## config.mk

```make
export PLATFORM = sky130hd
export DESIGN_NAME = step_pulse_gen
export DESIGN_NICKNAME = d
export VERILOG_FILES = /design/src/rtl/step_pulse_gen_pkg.sv /design/src/rtl/step_pulse_gen_sync_2ff.sv /design/src/rtl/step_pulse_gen.sv
export SDC_FILE = /design/constraint.sdc
export NUM_CORES = 1
export LEC_CHECK = 0
export ABC_AREA = 1
export CAP_MARGIN = 20
export CORE_MARGIN = 4
export CORE_UTILIZATION = 55
export CTS_CLUSTER_DIAMETER = 150
export CTS_CLUSTER_SIZE = 25
export DETAILED_ROUTE_END_ITERATION = 7
export PLACE_DENSITY = 0.76
export SETUP_SLACK_MARGIN = 0.3
export SYNTH_ARGS = -nofsm -noshare
export SYNTH_HDL_FRONTEND = slang
export SYNTH_SLANG_ARGS = --single-unit
export TNS_END_PERCENT = 100
```

## constraint.sdc

```tcl
create_clock -name clk -period 1.9 [get_ports clk]
set_clock_uncertainty 0.2 [all_clocks]
set_input_delay 0.38 -clock clk [delete_from_list [all_inputs] [get_ports clk]]
set_output_delay 0.38 -clock clk [all_outputs]
set_load 0.005 [all_outputs]
```

## src/rtl/step_pulse_gen_pkg.sv

```systemverilog
// Shared types and constants for the pushbutton step-pulse generator.
package step_pulse_gen_pkg;

  localparam int unsigned CNT_W_DEF = 26;

  typedef enum logic [1:0] {
    IDLE         = 2'd0,
    PRESS_WAIT   = 2'd1,
    PRESSED      = 2'd2,
    RELEASE_WAIT = 2'd3
  } state_t;

  function automatic int unsigned max3(input int unsigned a, input int unsigned b,
                                       input int unsigned c);
    int unsigned m;
    m = (a > b) ? a : b;
    return (m > c) ? m : c;
  endfunction

endpackage

```

## src/rtl/step_pulse_gen_sync_2ff.sv

```systemverilog
// Two-flop synchronizer for asynchronous board inputs; clears to 0 on reset.
module sync_2ff #(
  parameter int WIDTH = 1
) (
  input  logic             clk,
  input  logic             rst_n,
  input  logic [WIDTH-1:0] d,
  output logic [WIDTH-1:0] q
);

  logic [WIDTH-1:0] meta;

  always_ff @(posedge clk or negedge rst_n) begin
    if (!rst_n) begin
      meta <= '0;
      q    <= '0;
    end else begin
      meta <= d;
      q    <= meta;
    end
  end

endmodule

```

## src/rtl/step_pulse_gen.sv

```systemverilog
// Debounced pushbutton -> single-cycle step pulse plus press counter.
// Optional auto-repeat while held: define STEP_PULSE_AUTO_REPEAT_EN.
//
// state        | meaning
// IDLE         | button released and stable
// PRESS_WAIT   | button seen high, counting stable samples
// PRESSED      | press accepted, button held (repeat timer runs if enabled)
// RELEASE_WAIT | button seen low, counting stable samples
module step_pulse_gen
  import step_pulse_gen_pkg::*;
#(
  parameter int unsigned DEBOUNCE_CYCLES = 10000,
  parameter int unsigned CNT_W           = CNT_W_DEF,
  parameter int unsigned REPEAT_DELAY    = 5000000,
  parameter int unsigned REPEAT_PERIOD   = 1000000
) (
  input  logic        clk,
  input  logic        rst_n,
  input  logic        btn_in,
  output logic        btn_level,
  output logic        step_pulse,
  output logic [15:0] press_count
);

  localparam int unsigned MAX_TC = max3(DEBOUNCE_CYCLES, REPEAT_DELAY, REPEAT_PERIOD);
  if ($clog2(MAX_TC + 1) > CNT_W) begin : g_cnt_w_check
    $error("CNT_W too narrow for the configured cycle counts");
  end

  localparam logic [CNT_W-1:0] DB_TC = CNT_W'(DEBOUNCE_CYCLES - 1);

  logic             btn_s;
  state_t           state_q, state_d;
  logic [CNT_W-1:0] cnt_q, cnt_d;
  logic             level_q, level_d;
  logic             pulse_q, pulse_d;
  logic [15:0]      count_q, count_d;

  sync_2ff #(.WIDTH(1)) u_sync (
    .clk   (clk),
    .rst_n (rst_n),
    .d     (btn_in),
    .q     (btn_s)
  );

`ifdef STEP_PULSE_AUTO_REPEAT_EN
  localparam logic [CNT_W-1:0] RD_TC = CNT_W'(REPEAT_DELAY - 1);
  localparam logic [CNT_W-1:0] RP_TC = CNT_W'(REPEAT_PERIOD - 1);
  // Set once the first repeat has fired: later repeats use the shorter period.
  logic rpt_q, rpt_d;

  always_ff @(posedge clk or negedge rst_n) begin
    if (!rst_n) rpt_q <= 1'b0;
    else        rpt_q <= rpt_d;
  end
`endif

  always_comb begin
    state_d = state_q;
    cnt_d   = cnt_q;
    level_d = level_q;
    pulse_d = 1'b0;
    count_d = count_q;
`ifdef STEP_PULSE_AUTO_REPEAT_EN
    rpt_d   = rpt_q;
`endif
    case (state_q)
      IDLE: begin
        if (btn_s) begin
          state_d = PRESS_WAIT;
          cnt_d   = '0;
        end
      end
      PRESS_WAIT: begin
        if (!btn_s) begin
          state_d = IDLE;
          cnt_d   = '0;
        end else if (cnt_q == DB_TC) begin
          state_d = PRESSED;
          level_d = 1'b1;
          pulse_d = 1'b1;
          count_d = count_q + 16'd1;
          cnt_d   = '0;
`ifdef STEP_PULSE_AUTO_REPEAT_EN
          rpt_d   = 1'b0;
`endif
        end else begin
          cnt_d = cnt_q + 1'b1;
        end
      end
      PRESSED: begin
        if (!btn_s) begin
          state_d = RELEASE_WAIT;
          cnt_d   = '0;
        end else begin
`ifdef STEP_PULSE_AUTO_REPEAT_EN
          if (cnt_q == (rpt_q ? RP_TC : RD_TC)) begin
            pulse_d = 1'b1;
            count_d = count_q + 16'd1;
            cnt_d   = '0;
            rpt_d   = 1'b1;
          end else begin
            cnt_d = cnt_q + 1'b1;
          end
`else
          cnt_d = '0;
`endif
        end
      end
      RELEASE_WAIT: begin
        if (btn_s) begin
          state_d = PRESSED;
          cnt_d   = '0;
        end else if (cnt_q == DB_TC) begin
          state_d = IDLE;
          level_d = 1'b0;
          cnt_d   = '0;
        end else begin
          cnt_d = cnt_q + 1'b1;
        end
      end
      default: begin
        state_d = IDLE;
        cnt_d   = '0;
      end
    endcase
  end

  always_ff @(posedge clk or negedge rst_n) begin
    if (!rst_n) begin
      state_q <= IDLE;
      cnt_q   <= '0;
      level_q <= 1'b0;
      pulse_q <= 1'b0;
      count_q <= '0;
    end else begin
      state_q <= state_d;
      cnt_q   <= cnt_d;
      level_q <= level_d;
      pulse_q <= pulse_d;
      count_q <= count_d;
    end
  end

  assign btn_level   = level_q;
  assign step_pulse  = pulse_q;
  assign press_count = count_q;

endmodule
```

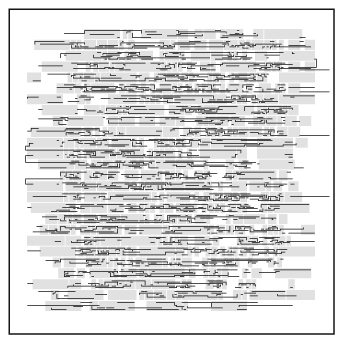
run_1/layer_met1.png
Drawn at 4 px/µm.
main direction: horizontal
wire length on this layer: 3680 µm
Post-Route WL: 8282 µm
met1 Resource Use GR: 35.21%

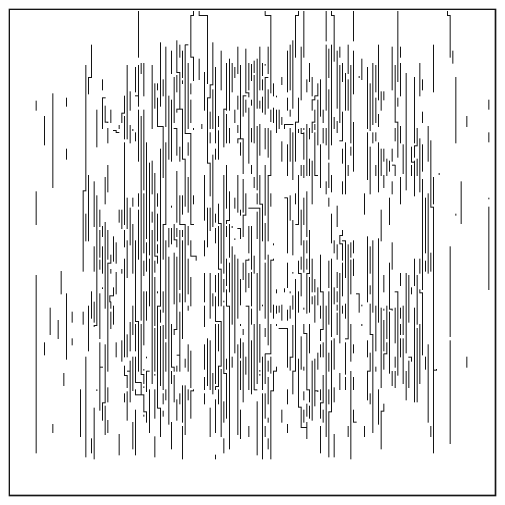
run_1/layer_met2.png
Drawn at 6 px/µm.
wire length on this layer: 3900 µm
longest straight run: 41.0 µm
nets with wire on the layer: 412
share of all routed wire: 47%
main direction: vertical
GR Util met2: 37.83%
via count: 3026

==> metrics.yaml, run 1 <==
outcome:
  status: "completed"
finish:
  drive_above_1_share_pct: 29.71
  fillerInstances: 335
  logic_area_um2: 1837
  antenna_cells: 0
floorplanning:
  rows: 26
  die_area_um2: 6527
  fp_util_pct: 57.06
  dieWidth_um: 80.79
  io_pins: 21
  dieHeight_um: 80.79
synth:
  largest_area_cell: "dfrtp_1"
  ys_top_cells_by_count: "120 x nand2_1, 87 x nor2_1, 48 x dfrtp_1"
  fp_nets: 427
  yosysWarnings: 0
  synth_flops: 48
  synthTopCellsByArea: "dfrtp_1 41%, nand2_1 15%, nor2_1 11%"
  edf_count: 0
  ys_cells: 422
  yosysChipArea_um2: 2914
  avgSynthCellArea_um2: 6.905
  synth.most_common_cell: "nand2_1"
  flop_cell: "dfrtp_1"
  syn-cell-area_um2: 2914
  ys_seq_share_pct: 41.22
  yosysUniqueCellTypes: 26
  netlist.area_leader.share_pct: 41.22
global_routing:
  busiest_layer: "met2"
  grt_usage_pct: 24.24
  grt_pass1_vias: 2707
  grt_max_degree: 49
  overflow: 0
drt:
  drt_iter0_drc: 340
  viasPerCell: 5.423
  route.antenna.remaining_nets: 0
  wl_met2_um: 3902
  wl_met3_um: 539
sta:
  setup_violations: 0
  post-route-period-util_pct: 97.09
  slew_headroom_pct: 75.32
  final-max-slew-violation-count: 0
  rsz0062_at_grt: "true"
clocking:
  htree_levels: 2
  cts_num_sinks: 48
  cts_buffers: 5
  cts_tree: "yes"
  root_buffer: "clkbuf_8"
  path_clk_slew_ps: 90
  clockBufferDepth: 2
placement:
  io_buffers: 20
  dpl-instance-area_um2: 3263
worst_setup_path:
  crit_fanout: 6
  rrSetupSlack_ps: 60
  critPathKind: "flip-flop to flip-flop"
  arrival_ps: 1840
  crit_path_end_kind: "flip-flop"
  r2r_end: "cnt_q[6]$_DFFE_PN0P_"
power:
  combPwrFrac_pct: 8.2
  cellPowerDensity_nw_per_um2: 485.1
  finalPower_uw: 1941
  leakagePower_uw: 0.001864
job:
  warnings: 29
  cap_violations: 0
min_path:
  hold_end: "u_sync.q$_DFF_PN0_"
  holdCritStartpoint: "u_sync.meta$_DFF_PN0_"
  hold_path_depth: 0
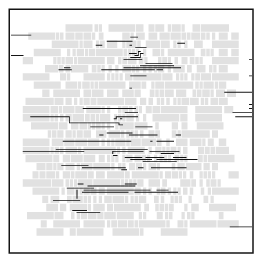
run_1/layer_met3.png
Drawn at 3 px/µm.
longest straight run: 30.4 µm
nets with wire on the layer: 59
main direction: horizontal
met3 Resource Use GR: 2.993%

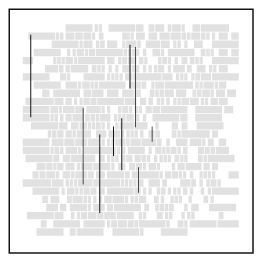
run_1/layer_met4.png
Drawn at 3 px/µm.
main direction: vertical
share of all routed wire: 1.9%
nets with wire on the layer: 7

[run 1: cell families after synthesis]
kind of cell / count (synthesis) / share of synthesized area (%)
AOI/OAI and AO/OA: 14 / 2.404
xor gates and xnor gates: 20 / 6.011
adders and majority gates: 2 / 0.8586
buffers and inverters: 53 / 7.557
DFF: 48 / 41.22
and+or+nand+nor: 285 / 41.95
[run 1: placed cells by master (no fill, tap or decap), types with 7 or more instances in the layout]
cell type	n
nand2_1	103
nor2_1	59
dfrtp_1	42
inv_1	41
buf_4	32
nand3_1	29
nor2_2	25
nand4_1	16
dlygate4sd2_1	15
nand2_2	14
nor2_4	13
nand3_2	11
xor2_1	9
nand2_4	7
xnor2_1	7
[run 1: critical path: stages (launching register included)]
cell,delay [ps]
dfrtp_1,460
inv_1,120
nor2_1,130
nand3_1,130
nor2_4,160
nand2_2,90
nand2_4,100
nand2_8,90
buf_12,160
clkinv_8,70
nor2_2,30
[run 1: state kept, by name, summed over array words and instances (netlist names), named ones only]
name,count
cnt_q,26
press_count,16
btn_level,1
state_q,1
step_pulse,1
u_sync.meta,1
u_sync.q,1
[run 1: per-stage QoR]
stage | std cells | utilization (%) | hold slack, ps | setup TNS [ps] | setup WS, ps
5_1_grt | 558 | 78.34 | 168.4 | -148.2 | -19.11
3_3_place_gp | 518 | 63.89 | 138.0 | 0 | 97.36
2_1_floorplan | 422 | - | -115.6 | 0 | 240.2
4_1_cts | 547 | 70.92 | 163.4 | 0 | 113.1
3_5_place_dp | 518 | 63.89 | 141.8 | -1.138 | -1.138
6_report | 558 | 78.34 | 159.9 | 0 | 55.25
[run 1: timing repair]
action | in CTS | in global routing
resized | 51 | 82
hold endpoints to repair | 48 | 0
pin swaps | 10 | 24
cloned | 0 | 2
setup endpoints to repair | 61 | 49
hold buffers | 1 | 0
buffers inserted | 20 | 9
[run 1: power by group through the flow]
stage / clock network (µW) / logic (µW) / registers (µW)
4_1_cts: 764 / 104 / 1030
2_1_floorplan: 0 / 47.0 / 1050
3_5_place_dp: 0 / 87.0 / 1050
6_report: 749 / 159 / 1030
5_1_grt: 816 / 171 / 1030
3_3_place_gp: 0 / 87.0 / 1050
[run 1: worst max-delay path by stage]
stage                          startpoint                    endpoint  slack, ps
floorplan            cnt_q[0]$_DFFE_PN0P_       cnt_q[22]$_DFFE_PN0P_        240
global placement     cnt_q[0]$_DFFE_PN0P_       cnt_q[24]$_DFFE_PN0P_        100
detailed placement   cnt_q[0]$_DFFE_PN0P_       cnt_q[24]$_DFFE_PN0P_         -1
CTS                  cnt_q[1]$_DFFE_PN0P_  press_count[9]$_DFFE_PN0P_        110
global route        cnt_q[10]$_DFFE_PN0P_        cnt_q[7]$_DFFE_PN0P_        -20
finish              cnt_q[10]$_DFFE_PN0P_        cnt_q[6]$_DFFE_PN0P_         60
[run 1: layout make-up]
| cell class | instances | area share (%) |
|---|---|---|
| Tap cell | 70 | 2.189 |
| Inverter | 47 | 4.722 |
| Clock buffer | 5 | 1.720 |
| Sequential cell | 48 | 30.21 |
| Timing Repair inverter | 1 | 0.4065 |
| Multi-Input combinational cell | 322 | 45.90 |
| Timing Repair Buffer | 62 | 13.79 |
| Clock inverter | 3 | 1.063 |
## Run 2: what changed since run 1
--- a/config.mk
+++ b/config.mk
@@ -7,14 +7,13 @@
 export LEC_CHECK = 0
 export ABC_AREA = 1
 export CAP_MARGIN = 20
-export CORE_MARGIN = 4
 export CORE_UTILIZATION = 55
 export CTS_CLUSTER_DIAMETER = 150
 export CTS_CLUSTER_SIZE = 25
 export DETAILED_ROUTE_END_ITERATION = 7
-export PLACE_DENSITY = 0.76
+export PLACE_DENSITY = 0.75
 export SETUP_SLACK_MARGIN = 0.3
 export SYNTH_ARGS = -nofsm -noshare
 export SYNTH_HDL_FRONTEND = slang
 export SYNTH_SLANG_ARGS = --single-unit
-export TNS_END_PERCENT = 100
+export TNS_END_PERCENT = 10
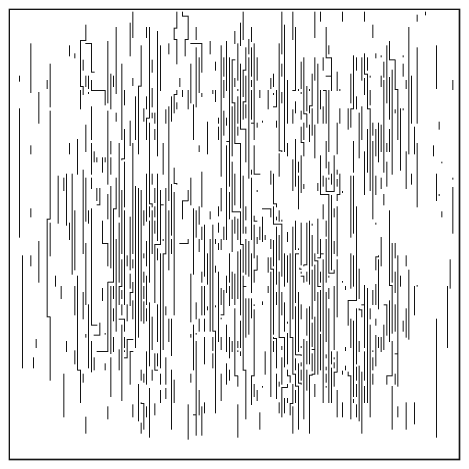
run_2/layer_met2.png
Drawn at 6 px/µm.
longest straight run: 26.9 µm
nets with wire on the layer: 387
main direction: vertical
wire length on this layer: 3500 µm
share of all routed wire: 46%
via count: 2953
GR Util met2: 43.44%
Post-Route WL: 7619 µm

==> run 2 against run 1 <==
Effect of this change: cell count decreased by 1.4%; register-to-register slack improved by 80 ps; critical path depth down 9.
==> metrics.yaml, run 2 <==
power:
  cellPowerDensity_nw_per_um2: 476.1
  finalPower_uw: 1781
  combPwrFrac_pct: 6.5
job:
  warnings: 29
clocking:
  path_clk_slew_ps: 90
  cts_buffers: 5
  cts_tree: "yes"
  clockBufferDepth: 2
  htree_levels: 2
outcome:
  status: "completed"
floorplanning:
  rows: 26
  dieHeight_um: 74.79
placement:
  io_buffers: 20
  dp_slack_ps: 56.26
synth:
  netlist.area_leader.share_pct: 41.22
  mux_area_share_pct: 0
  simple_gate_share_pct: 41.95
  synthTopCellsByArea: "dfrtp_1 41%, nand2_1 15%, nor2_1 11%"
  synth.most_common_cell: "nand2_1"
  adder_share_pct: 0.8587
  synth_flops: 48
  syn-cell-area_um2: 2914
  synthAoiAreaFrac_pct: 2.404
  yosysUniqueCellTypes: 26
  flop_cell: "dfrtp_1"
drt:
  viasPerCell: 5.369
  drt_iter0_drc: 330
worst_setup_path:
  crit_chain: "clkdlybuf4s50_1"
  cpLargestDelayFamily: "buffers and inverters"
  cp_num_buf_inv: 1
  arrival_ps: 1210
  crit_fanout: 3
  crit_path_end_kind: "output port"
  critPathKind: "flip-flop to output port"
  cp-startpoint: "press_count[0]$_DFFE_PN0P_"
min_path:
  holdCritStartpoint: "u_sync.meta$_DFF_PN0_"
sta:
  final-max-slew-violation-count: 0
  slew_headroom_pct: 77.84
  fin_tns_setup_ps: 0
  rsz0062_at_grt: "true"
  setup_violations: 0
  setup_slack_ps: 105.9
finish:
  lay_top_cells: "112 x nand2_1, 71 x nor2_1, 45 x inv_1"
  top_register: "cnt_q"
  drive_above_1_share_pct: 21.04
  logic_area_um2: 1695
  finalNonFillerCells: 550
  largest_register_ffs: 26
  fillerInstances: 422
global_routing:
  overflow: 0
  grt_usage_pct: 28.71
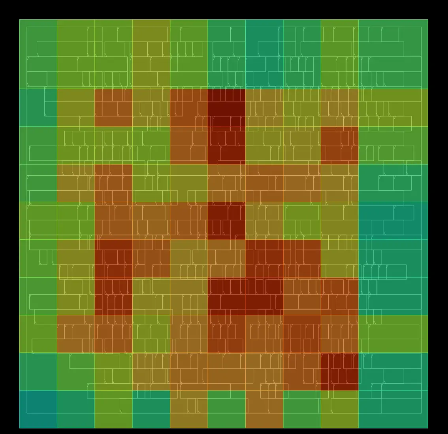
run_2/congestion.png
met1 Resource Use GR: 42.60%
met3 Resource Use GR: 4.016%

==> run 2: cell types whose count changed in the layout (fill, tap and decap cells not counted), moves of 8 or more <==
cell / before / now
clkdlybuf4s50_1: 1 / 14
nor2_1: 59 / 71
dlygate4sd2_1: 15 / 5
nand2_1: 103 / 112
nor2_2: 25 / 17
==> run 2: kinds of logic (layout without fill, tap and decap cells) <==
kind of cell               count (synthesis)  in the layout
AOI/OAI and AO/OA                         14             14
xor gates and xnor gates                  20             20
adders and majority gates                  2              2
buffers and inverters                     53            110
DFF                                       48             48
and+or+nand+nor                          285            286
==> run 2: worst paths after layout <==
check,endpoint,depth (start not counted)
max in group asynchronous,press_count[11]$_DFFE_PN0P_,3
setup reg to reg,press_count[4]$_DFFE_PN0P_,7
setup / recovery,press_count[0],1
hold reg to reg,u_sync.q$_DFF_PN0_,0
hold / removal,u_sync.q$_DFF_PN0_,0
min in group asynchronous,cnt_q[21]$_DFFE_PN0P_,3
==> run 2: layout make-up <==
cell class              count  area share, %
clock buffers               5          1.839
clock inverters             3         0.6355
inverters                  47          4.783
multi-input cells         322          45.32
flip-flops and latches     48          32.31
well taps                  70          2.341
repair buffers             55          12.78
==> run 2: per-layer routing <==
| layer | global-route usage (%) | vias to the layer above | routed length, µm |
|---|---|---|---|
| li1 | - | 1439 | - |
| met2 | 43.44 | 125 | 3495 |
| met1 | 42.60 | 1377 | 3469 |
| met4 | 9.015 | 0 | 141 |
| met3 | 4.016 | 12 | 513 |
| met5 | 0 | - | 0 |
==> run 2: power groups by stage <==
stage / clock (µW) / sequential, µW / combinational, µW
3_3_place_gp: 0 / 1050 / 84.0
5_1_grt: 676 / 1030 / 126
2_1_floorplan: 0 / 1050 / 46.8
4_1_cts: 642 / 1030 / 103
3_5_place_dp: 0 / 1050 / 84.6
6_report: 632 / 1030 / 115
==> run 2: stage by stage <==
| step | utilization (%) | area [µm²] |
|---|---|---|
| 6_report | 73.25 | 3741 |
| 4_1_cts | 69.97 | 3573 |
| 5_1_grt | 73.25 | 3741 |
| 2_1_floorplan | - | 2922 |
| 3_5_place_dp | 63.74 | 3256 |
| 3_3_place_gp | 63.74 | 3256 |
==> run 2: timing repair <==
item | in CTS | in global routing
resized | 24 | 41
endpoints found under the hold margin | 48 | 0
pin swaps | 6 | 10
buffers inserted | 19 | 3
cloned | 2 | 0
endpoints found under the setup margin | 61 | 61
hold buffers | 1 | 0
## Run 3: what changed since run 2
--- a/config.mk
+++ b/config.mk
@@ -6,7 +6,6 @@
 export NUM_CORES = 1
 export LEC_CHECK = 0
 export ABC_AREA = 1
-export CAP_MARGIN = 20
 export CORE_UTILIZATION = 55
 export CTS_CLUSTER_DIAMETER = 150
 export CTS_CLUSTER_SIZE = 25
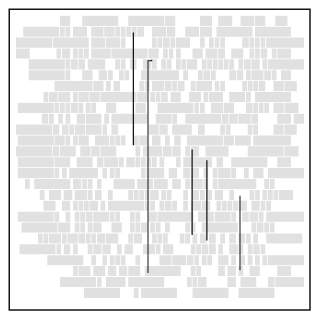
run_3/layer_met4.png
Drawn at 4 px/µm.
main direction: vertical
nets with wire on the layer: 5
longest straight run: 52.9 µm
wire length on this layer: 141 µm

==> run 3 against run 2 <==
Effect of this change: final area stayed put; setup slack unchanged; wire length did not move; sequential power about the same; sequential share of layout area stayed put; synthesized cell count unchanged; area after synthesis is the same; clock-buffer cell count did not move; via count unchanged; global-route usage stayed put; flip-flop count unchanged; worst hold slack unchanged.
==> metrics.yaml, run 3 <==
drt:
  viasPerCell: 5.369
  route.antenna.remaining_nets: 0
  postRouteWirelength_um: 7619
  drt_iter0_drc: 330
min_path:
  holdCritStartpoint: "u_sync.meta$_DFF_PN0_"
  hold_end: "u_sync.q$_DFF_PN0_"
power:
  leakagePower_uw: 0.001724
  finalPower_uw: 1781
  combPwrFrac_pct: 6.5
  cellPowerDensity_nw_per_um2: 476.1
global_routing:
  met2_usage_pct: 43.44
  overflow: 0
  grt_max_degree: 49
  grt_usage_pct: 28.71
  busiest_layer: "met2"
sta:
  final-max-slew-violation-count: 0
  slew_headroom_pct: 77.84
  post-route-period-util_pct: 94.43
  rsz0062_at_grt: "true"
  fin_tns_setup_ps: 0
finish:
  antenna_cells: 0
  largest_register_ffs: 26
  lay_top_count: "nand2_1"
  drive_above_1_share_pct: 21.04
  fin_util_pct: 73.25
  logic_area_um2: 1695
  finalInstanceArea_um2: 3741
  fillerInstances: 422
  lay_top_cells: "112 x nand2_1, 71 x nor2_1, 45 x inv_1"
floorplanning:
  rows: 26
  io_pins: 21
  dieWidth_um: 74.79
  die_area_um2: 5594
worst_setup_path:
  crit_path_max_incr_delay_ps: 520
  crit_path_end_kind: "output port"
  cp_num_buf_inv: 1
  rrSetupSlack_ps: 140
  path_depth: 1
  cpLargestDelayFamily: "buffers and inverters"
  crit_path_top_delay_cell: "clkdlybuf4s50_1"
  r2r_cells: 7
  r2r_end: "press_count[4]$_DFFE_PN0P_"
  critPathKind: "flip-flop to output port"
  crit_chain: "clkdlybuf4s50_1"
clocking:
  cts_num_sinks: 48
  path_clk_slew_ps: 90
  cts_buffers: 5
  root_buffer: "clkbuf_8"
  cts_tree: "yes"
synth:
  netlist.area_leader.share_pct: 41.22
  largest_area_cell: "dfrtp_1"
  synthTopCellsByArea: "dfrtp_1 41%, nand2_1 15%, nor2_1 11%"
  fp_nets: 427
  edf_count: 0
  ys_seq_share_pct: 41.22
  synth.most_common_cell: "nand2_1"
  yosysUniqueCellTypes: 26
  syn-cell-area_um2: 2914
job:
  warnings: 29
  cap_violations: 0
outcome:
  status: "completed"
placement:
  dpl-instance-area_um2: 3256
  dp_slack_ps: 56.26
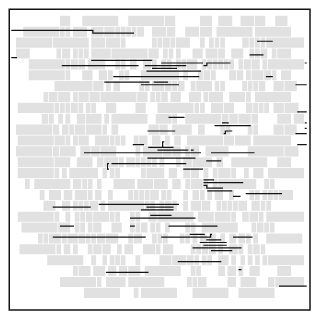
run_3/layer_met3.png
Drawn at 4 px/µm.
share of all routed wire: 6.8%
main direction: horizontal
wire length on this layer: 514 µm

run 3: cell counts after synthesis:
No cell type changed its count.
run 3: kinds of logic (layout without fill, tap and decap cells):
family / after synthesis / in the layout / share of synthesized area (%)
AOI/OAI and AO/OA: 14 / 14 / 2.404
xor gates and xnor gates: 20 / 20 / 6.011
adders and majority gates: 2 / 2 / 0.8586
buffers and inverters: 53 / 110 / 7.557
DFF: 48 / 48 / 41.22
and+or+nand+nor: 285 / 286 / 41.95
run 3: metrics by stage:
step	hold WS [ps]	std cells
4_1_cts	173.0	547
6_report	166.2	550
3_3_place_gp	137.9	517
3_5_place_dp	151.0	517
5_1_grt	180.8	550
2_1_floorplan	-115.6	422
run 3: final cells by class:
cell class	count	share of cell area, %
Multi-Input combinational cell	322	45.32
Sequential cell	48	32.31
Timing Repair Buffer	55	12.78
Inverter	47	4.783
Tap cell	70	2.341
Clock buffer	5	1.839
Clock inverter	3	0.6355
run 3: repair_timing:
| item | 4_1_cts | 5_1_grt |
|---|---|---|
| endpoints found under the setup margin | 61 | 61 |
| pin swaps | 6 | 10 |
| cloned | 2 | 0 |
| hold buffers | 1 | 0 |
| endpoints found under the hold margin | 48 | 0 |
| setup buffers | 19 | 3 |
| gates resized | 24 | 41 |
run 3: layer usage:
| layer | vias up | share of wire [%] |
|---|---|---|
| met3 | 12 | 6.7 |
| met5 | - | 0 |
| li1 | 1439 | - |
| met1 | 1377 | 46 |
| met2 | 125 | 46 |
| met4 | 0 | 1.9 |
run 3: power groups by stage:
| stage | Clock (µW) | Combinational (µW) | Sequential [µW] |
|---|---|---|---|
| after global routing | 676 | 126 | 1030 |
| after global placement | 0 | 84.0 | 1050 |
| after detailed placement | 0 | 84.6 | 1050 |
| after floorplan | 0 | 46.8 | 1050 |
| after CTS | 642 | 103 | 1030 |
| final | 632 | 115 | 1030 |
run 3: worst max-delay path by stage:
| stage | start | end | slack [ps] |
|---|---|---|---|
| after floorplan | cnt_q[0]$_DFFE_PN0P_ | cnt_q[22]$_DFFE_PN0P_ | 240 |
| after global placement | cnt_q[0]$_DFFE_PN0P_ | press_count[10]$_DFFE_PN0P_ | 110 |
| after detailed placement | cnt_q[0]$_DFFE_PN0P_ | cnt_q[21]$_DFFE_PN0P_ | 60 |
| after CTS | cnt_q[1]$_DFFE_PN0P_ | cnt_q[21]$_DFFE_PN0P_ | 100 |
| after global routing | cnt_q[0]$_DFFE_PN0P_ | press_count[3]$_DFFE_PN0P_ | 50 |
| final | press_count[0]$_DFFE_PN0P_ | press_count[0] | 110 |
No activity file was given, so power comes from the tool's default toggle rates.
